File: config.mk
export PLATFORM = sky130hd
export DESIGN_NAME = call_dispatcher
export DESIGN_NICKNAME = d
export VERILOG_FILES = /design/src/rtl/elevator_pkg.sv /design/src/rtl/call_dispatcher_scan_select.sv /design/src/rtl/call_dispatcher.sv
export SDC_FILE = /design/constraint.sdc
export NUM_CORES = 1
export LEC_CHECK = 0
export ABC_AREA = 1
export CAP_MARGIN = 20
export CORE_MARGIN = 4
export CORE_UTILIZATION = 45
export DETAILED_ROUTE_END_ITERATION = 10
export MAX_ROUTING_LAYER = met4
export PLACE_DENSITY = 0.77
export SETUP_SLACK_MARGIN = 0.1
export SLEW_MARGIN = 30
export SYNTH_ARGS = -nofsm -noshare
export SYNTH_HDL_FRONTEND = slang
export SYNTH_SLANG_ARGS = --single-unit
File: constraint.sdc
create_clock -name clk -period 2.55 [get_ports clk]
set_input_delay 0.3825 -clock clk [delete_from_list [all_inputs] [get_ports clk]]
set_output_delay 0.3825 -clock clk [all_outputs]
set_load 0.03 [all_outputs]
File: src/rtl/elevator_pkg.sv
// Shared types, defaults and the SCAN floor-selection helper for the elevator
// control slice.
package elevator_pkg;

    localparam int unsigned DEFAULT_N_FLOORS = 3;
    localparam int unsigned DEFAULT_FLOOR_W  = 2;
    localparam int unsigned MAX_FLOORS       = 8;
    localparam int unsigned MAX_FLOOR_W      = 3;

    typedef enum logic [1:0] {
        IDLE,
        REQUEST,
        TRAVEL,
        DOOR
    } disp_state_t;

    typedef struct packed {
        logic                   found;
        logic                   dir_up;
        logic [MAX_FLOOR_W-1:0] floor;
    } scan_res_t;

    // Nearest pending floor in the current direction, reversing only when
    // nothing is pending ahead. The current floor itself is never picked.
    function automatic scan_res_t scan_pick(
        input logic [MAX_FLOORS-1:0] pend,
        input int unsigned           cur,
        input logic                  up
    );
        scan_res_t              res;
        logic                   has_above;
        logic                   has_below;
        logic [MAX_FLOOR_W-1:0] above;
        logic [MAX_FLOOR_W-1:0] below;

        has_above = 1'b0;
        has_below = 1'b0;
        above     = '0;
        below     = '0;
        for (int unsigned i = 0; i < MAX_FLOORS; i++) begin
            if (pend[i] && (i > cur) && !has_above) begin
                has_above = 1'b1;
                above     = MAX_FLOOR_W'(i);
            end
            if (pend[i] && (i < cur)) begin
                has_below = 1'b1;
                below     = MAX_FLOOR_W'(i);
            end
        end

        res.found  = has_above | has_below;
        res.dir_up = up;
        res.floor  = '0;
        if (up) begin
            if (has_above) begin
                res.floor = above;
            end else if (has_below) begin
                res.floor  = below;
                res.dir_up = 1'b0;
            end
        end else begin
            if (has_below) begin
                res.floor = below;
            end else if (has_above) begin
                res.floor  = above;
                res.dir_up = 1'b1;
            end
        end
        return res;
    endfunction

endpackage

File: src/rtl/call_dispatcher_scan_select.sv
// Combinational SCAN target selector: picks the next floor to serve from the
// pending calls, the current floor and the current travel direction.
module scan_select
    import elevator_pkg::*;
#(
    parameter int unsigned N_FLOORS = DEFAULT_N_FLOORS,
    parameter int unsigned FLOOR_W  = DEFAULT_FLOOR_W
) (
    input  logic [N_FLOORS-1:0] pending,
    input  logic [FLOOR_W-1:0]  cur_floor,
    input  logic                dir_up,
    output logic [FLOOR_W-1:0]  next_floor,
    output logic                next_dir,
    output logic                found
);

    logic [MAX_FLOORS-1:0] pend_ext;
    scan_res_t             res;

    always_comb begin
        pend_ext                 = '0;
        pend_ext[N_FLOORS-1:0]   = pending;
        res                      = scan_pick(pend_ext, 32'(cur_floor), dir_up);
        next_floor               = FLOOR_W'(res.floor);
        next_dir                 = res.dir_up;
        found                    = res.found;
    end

endmodule

File: src/rtl/call_dispatcher.sv
// Latches floor calls, dispatches SCAN-ordered targets to the movement block
// over valid/ready, and runs the door dwell after each arrival.
module call_dispatcher
    import elevator_pkg::*;
#(
    parameter int unsigned N_FLOORS   = DEFAULT_N_FLOORS,
    parameter int unsigned FLOOR_W    = DEFAULT_FLOOR_W,
    parameter int unsigned DOOR_TICKS = 3
) (
    input  logic                clk,
    input  logic                reset_n,
    input  logic [N_FLOORS-1:0] call_pulse,
    input  logic                sos,
    input  logic                weight_over,
    input  logic [FLOOR_W-1:0]  cur_floor,
    input  logic                arrived,
    input  logic                target_ready,
    output logic [FLOOR_W-1:0]  target_floor,
    output logic                target_valid,
    output logic [N_FLOORS-1:0] call_led,
    output logic                door_open,
    output logic                dir_up
);

    localparam int unsigned CNT_W = (DOOR_TICKS > 1) ? $clog2(DOOR_TICKS) : 1;

    disp_state_t         state, state_nx;
    logic [N_FLOORS-1:0] pending, pending_nx;
    logic [N_FLOORS-1:0] pend_clr, set_mask;
    logic [N_FLOORS-1:0] cur_onehot;
    logic [FLOOR_W-1:0]  tgt_q, tgt_nx;
    logic                dir_q, dir_nx;
    logic [CNT_W-1:0]    cnt_q, cnt_nx;
    logic                cur_pend;
    logic [FLOOR_W-1:0]  sel_floor;
    logic                sel_dir;
    logic                sel_found;

    scan_select #(
        .N_FLOORS (N_FLOORS),
        .FLOOR_W  (FLOOR_W)
    ) u_scan (
        .pending    (pending),
        .cur_floor  (cur_floor),
        .dir_up     (dir_q),
        .next_floor (sel_floor),
        .next_dir   (sel_dir),
        .found      (sel_found)
    );

    // An out-of-range cur_floor decodes to all zeros, so it never matches.
    always_comb begin
        for (int unsigned i = 0; i < N_FLOORS; i++) begin
            cur_onehot[i] = (32'(cur_floor) == i);
        end
    end

    assign cur_pend = |(pending & cur_onehot);

    always_comb begin
        state_nx = state;
        tgt_nx   = tgt_q;
        dir_nx   = dir_q;
        cnt_nx   = cnt_q;
        pend_clr = '0;
        set_mask = '0;
        unique case (state)
            IDLE: begin
                if (!sos) begin
                    if (cur_pend) begin
                        state_nx = DOOR;
                        pend_clr = cur_onehot;
                        cnt_nx   = '0;
                    end else if (sel_found) begin
                        state_nx = REQUEST;
                        tgt_nx   = sel_floor;
                        dir_nx   = sel_dir;
                    end
                end
            end
            REQUEST: begin
                if (target_ready) begin
                    state_nx = TRAVEL;
                end else if (sos) begin
                    state_nx = IDLE;
                end
            end
            TRAVEL: begin
                if (arrived && (cur_floor == tgt_q)) begin
                    state_nx = DOOR;
                    pend_clr = cur_onehot;
                    cnt_nx   = '0;
                end
            end
            DOOR: begin
                set_mask = cur_onehot;
                if (!(weight_over || sos)) begin
                    if (cnt_q == CNT_W'(DOOR_TICKS - 1)) begin
                        state_nx = IDLE;
                    end else begin
                        cnt_nx = cnt_q + CNT_W'(1);
                    end
                end
            end
            default: state_nx = IDLE;
        endcase
        pending_nx = (pending | (call_pulse & ~set_mask)) & ~pend_clr;
    end

    always_ff @(posedge clk or negedge reset_n) begin
        if (!reset_n) begin
            state   <= IDLE;
            pending <= '0;
            tgt_q   <= '0;
            dir_q   <= 1'b1;
            cnt_q   <= '0;
        end else begin
            state   <= state_nx;
            pending <= pending_nx;
            tgt_q   <= tgt_nx;
            dir_q   <= dir_nx;
            cnt_q   <= cnt_nx;
        end
    end

    assign target_floor = tgt_q;
    assign target_valid = (state == REQUEST);
    assign door_open    = (state == DOOR);
    assign call_led     = pending;
    assign dir_up       = dir_q;

endmodule

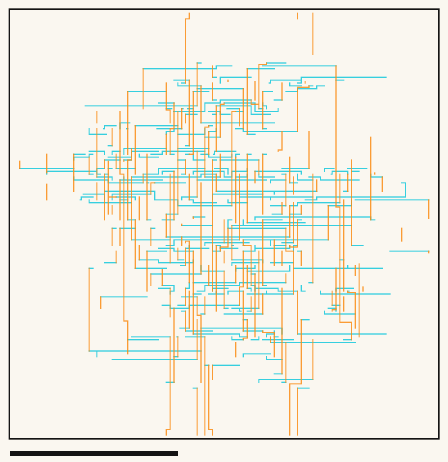
Figure 1: run 1, routed metal, one color a layer.
Bar = 20 um. Only two layers are drawn.
- metal 2: orange (wire length 791 um)
- metal 1: cyan (wire length 839 um)

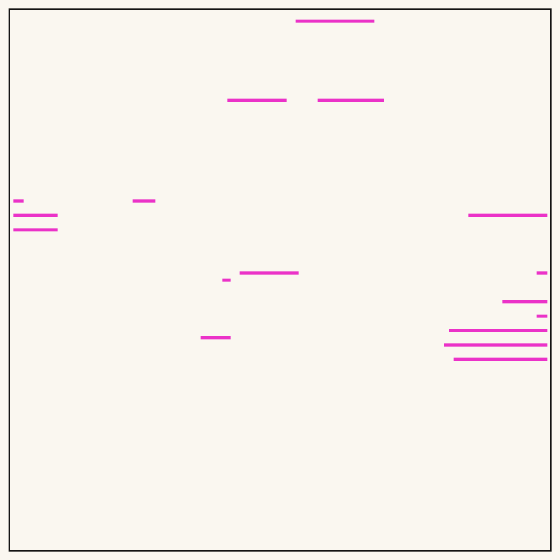
Figure 2: run 1, M3 wires.
- main direction: horizontal
- wire length on this layer: 76.3 um
drt total wl: 1.75 mm
vias: 824
GR Util met3: 0.0204

==> out/results.txt, run 1 <==
Post-Syn Nets -> 132
GP Congestion -> 0.868
Residual DRC -> 0
CTS tree -> yes
global route overflow -> 0
worst setup path class -> flip-flop to output port
R2R depth -> 8
reg2reg start -> cnt_q[0]
worst path bufs/invs -> 2
Top-Level Pins -> 19
max_slew headroom -> 0.673
reg-to-reg slack, setup -> 1.18 ns
H-tree depth -> 1
Syn Std Cell Area -> 833 um^2
first-pass GRT wire length -> 3.10 mm
Sequential Power Share -> 0.281
syn avg cell area -> 6.94 um^2
CP max stage cell -> clkdlybuf4s50_1
Top non-seq family -> simple AND/OR/NAND/NOR gates
FF-to-FF End -> cnt_q[1]
Logic pwr share -> 0.602
final net count -> 152
fin area -> 1040 um^2
fmax -> 477 MHz
Hold WC Path Type -> input pin to async pin
chip height -> 51.0 um
status -> complete, no violations
Log Warnings -> 26
Final WS setup -> 0.452 ns
clk root buf -> clkbuf_4
antenna violations before repair -> 0
adder share -> 0.0150
Post-synth EDFFs -> 0
worst hold slack -> 0.438 ns
yosys xor share -> 0.0105
Final TNS setup -> 0 ns
layout cell share with drive strength beyond 1 -> 0.165
worst-path cell chain -> nand2_1 > inv_1 > clkdlybuf4s50_1
dpl cells -> 160
Largest Pwr Group -> combinational cells
worst path arrival time -> 1.72 ns
cts hold-fix bufs -> 0
total power -> 1020 uW
Worst-path clk slew -> 0.07 ns
fp_density -> 0.477
comb pwr -> 616 uW
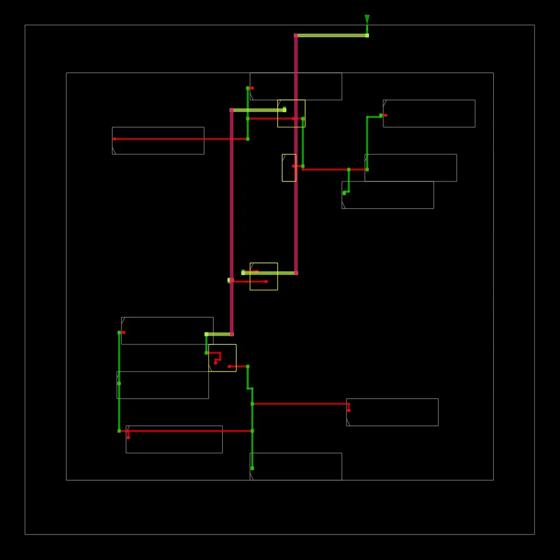
Figure 3: run 1, clock wiring as the flow saved it.
CLK BUF: 4
Worst Skew: 0.00199 ns
cts bufs inserted: 3
Flop Count: 10
clock-net power: 119 uW

## run 1: layout by cell type, fill, tap and decap left out, drive strengths merged
| cell type | n |
|---|---|
| inv | 19 |
| nand4 | 5 |
| dfstp | 1 |
| xnor2 | 1 |
| nand2 | 36 |
| clkdlybuf4s50 | 18 |
| nand3 | 11 |
| nor2 | 14 |
| o21ai | 5 |
| a21oi | 6 |
| nor3 | 9 |
| dfrtp | 9 |
| ha | 1 |
| clkbuf | 4 |
## run 1: area by class of cell
type	instances	area [um^2]
clock buffer	4	26.3
tap	25	31.3
fill	159	702
timing repair buffer	18	180
multi-input combinational	88	480
inverter	19	73.8
sequential	10	251
## run 1: metal layers
metal,GRT usage,share of wire
met1,0.203,0.48
met2,0.245,0.45
met3,0.0204,0.043
met5,-,0
met4,0.0942,0.026
==> inputs of run 2 (changes only) <==
- CORE_UTILIZATION: 45 -> 44
- PLACE_DENSITY: 0.77 -> 0.78
- clock period: 2.55 -> 1.8 ns (I/O delays scaled with it)
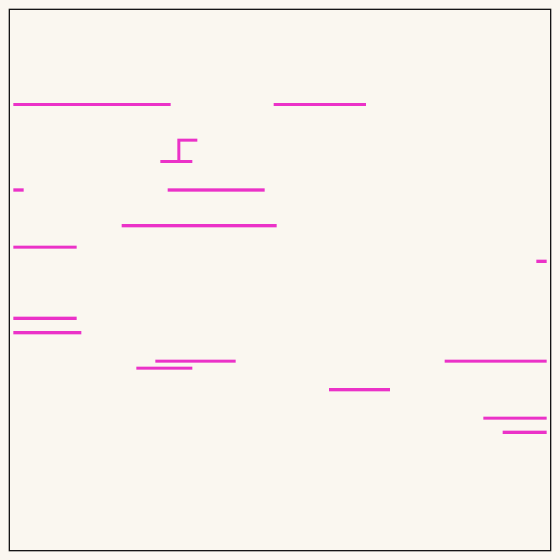
Figure 4: run 2, M3 wires.
- share of all routed wire: 6.1%
- nets with wire on the layer: 14
- longest straight run: 14.7 um

==> run 2 against run 1 <==
Core utilization grew 1.5 points. Combinational power grew 41%. Largest power group unchanged. Critical path type unchanged. Global-route usage shrank 0.43 points. Clock skew is essentially flat. Sequential share of layout area shrank 0.84 points. Critical endpoint is now call_led[0].
==> out/results.txt, run 2 <==
reg2reg start -> cnt_q[0]
antenna violations before repair -> 0 (unchanged)
syn avg cell area -> 6.94 um^2 (unchanged)
worst hold slack -> 0.319 ns (-0.120 ns)
fp_density -> 0.472 (-0.00508)
Clock-cell share -> 0.0336 (+0.00838)
fmax -> 614 MHz
first-pass GRT wire length -> 2.93 mm (-5.4%)
Residual DRC -> 0 (unchanged)
final net count -> 156 (+2.6%)
clk root buf -> clkbuf_4
Worst-path clk slew -> 0.06 ns (about the same)
Hold WC Path Type -> input pin to async pin
cts bufs inserted -> 3 (unchanged)
status -> complete, no violations
worst path arrival time -> 1.36 ns (-0.36 ns)
Post-Syn Nets -> 132 (unchanged)
reg-to-reg slack, setup -> 0.40 ns (-0.78 ns)
yosys xor share -> 0.0105 (unchanged)
Commonest Layout Cell -> nand2_1
cts hold-fix bufs -> 0 (unchanged)
adder share -> 0.0150 (unchanged)
worst path bufs/invs -> 1 (-1)
FF-to-FF End -> cnt_q[1]
Top-Level Pins -> 19 (unchanged)
Signal buffers -> 22 (+4)
chip height -> 51.5 um (+0.96%)
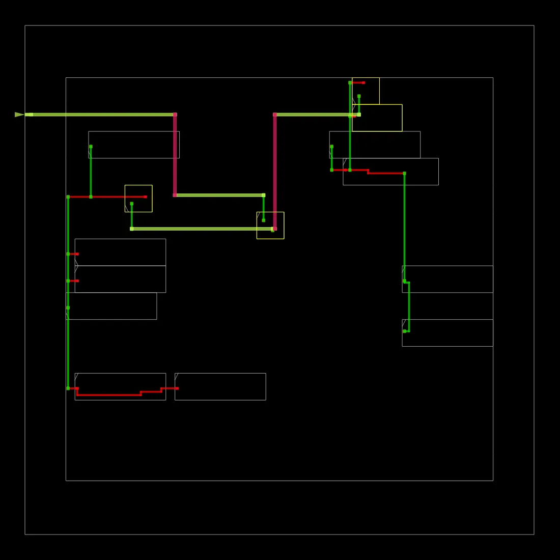
Figure 5: run 2, clock wiring as the flow saved it.
Insertion Delay late pin: 0.27 ns
CTS Sinks: 10
Worst Skew: 0.00214 ns
clock-net power: 201 uW

==> run 2: cell counts after synthesis <==
No cell type changed its count.
==> run 2: metal layers <==
| layer | routed length (um) | vias up | track usage |
|---|---|---|---|
| met5 | 0 | - | - |
| met4 | 19 | 0 | 0.0524 |
| met3 | 109 | 4 | 0.0516 |
| met2 | 842 | 22 | 0.244 |
| met1 | 812 | 344 | 0.190 |
| li1 | - | 430 | - |
==> run 2: report_power, final <==
part | switching, uW | internal, uW
clock network | 78.5 | 123
logic | 549 | 319
registers | 86.5 | 321
total | 714 | 764
==> run 2: through the flow <==
stage / total power [uW] / cell area [um^2]
detailed placement: 1310 / 1050
CTS: 1490 / 1080
global route: 1610 / 1080
global placement: 1290 / 1050
finish: 1480 / 1080
floorplan: 1030 / 833
No activity file was given, so power comes from the tool's default toggle rates.
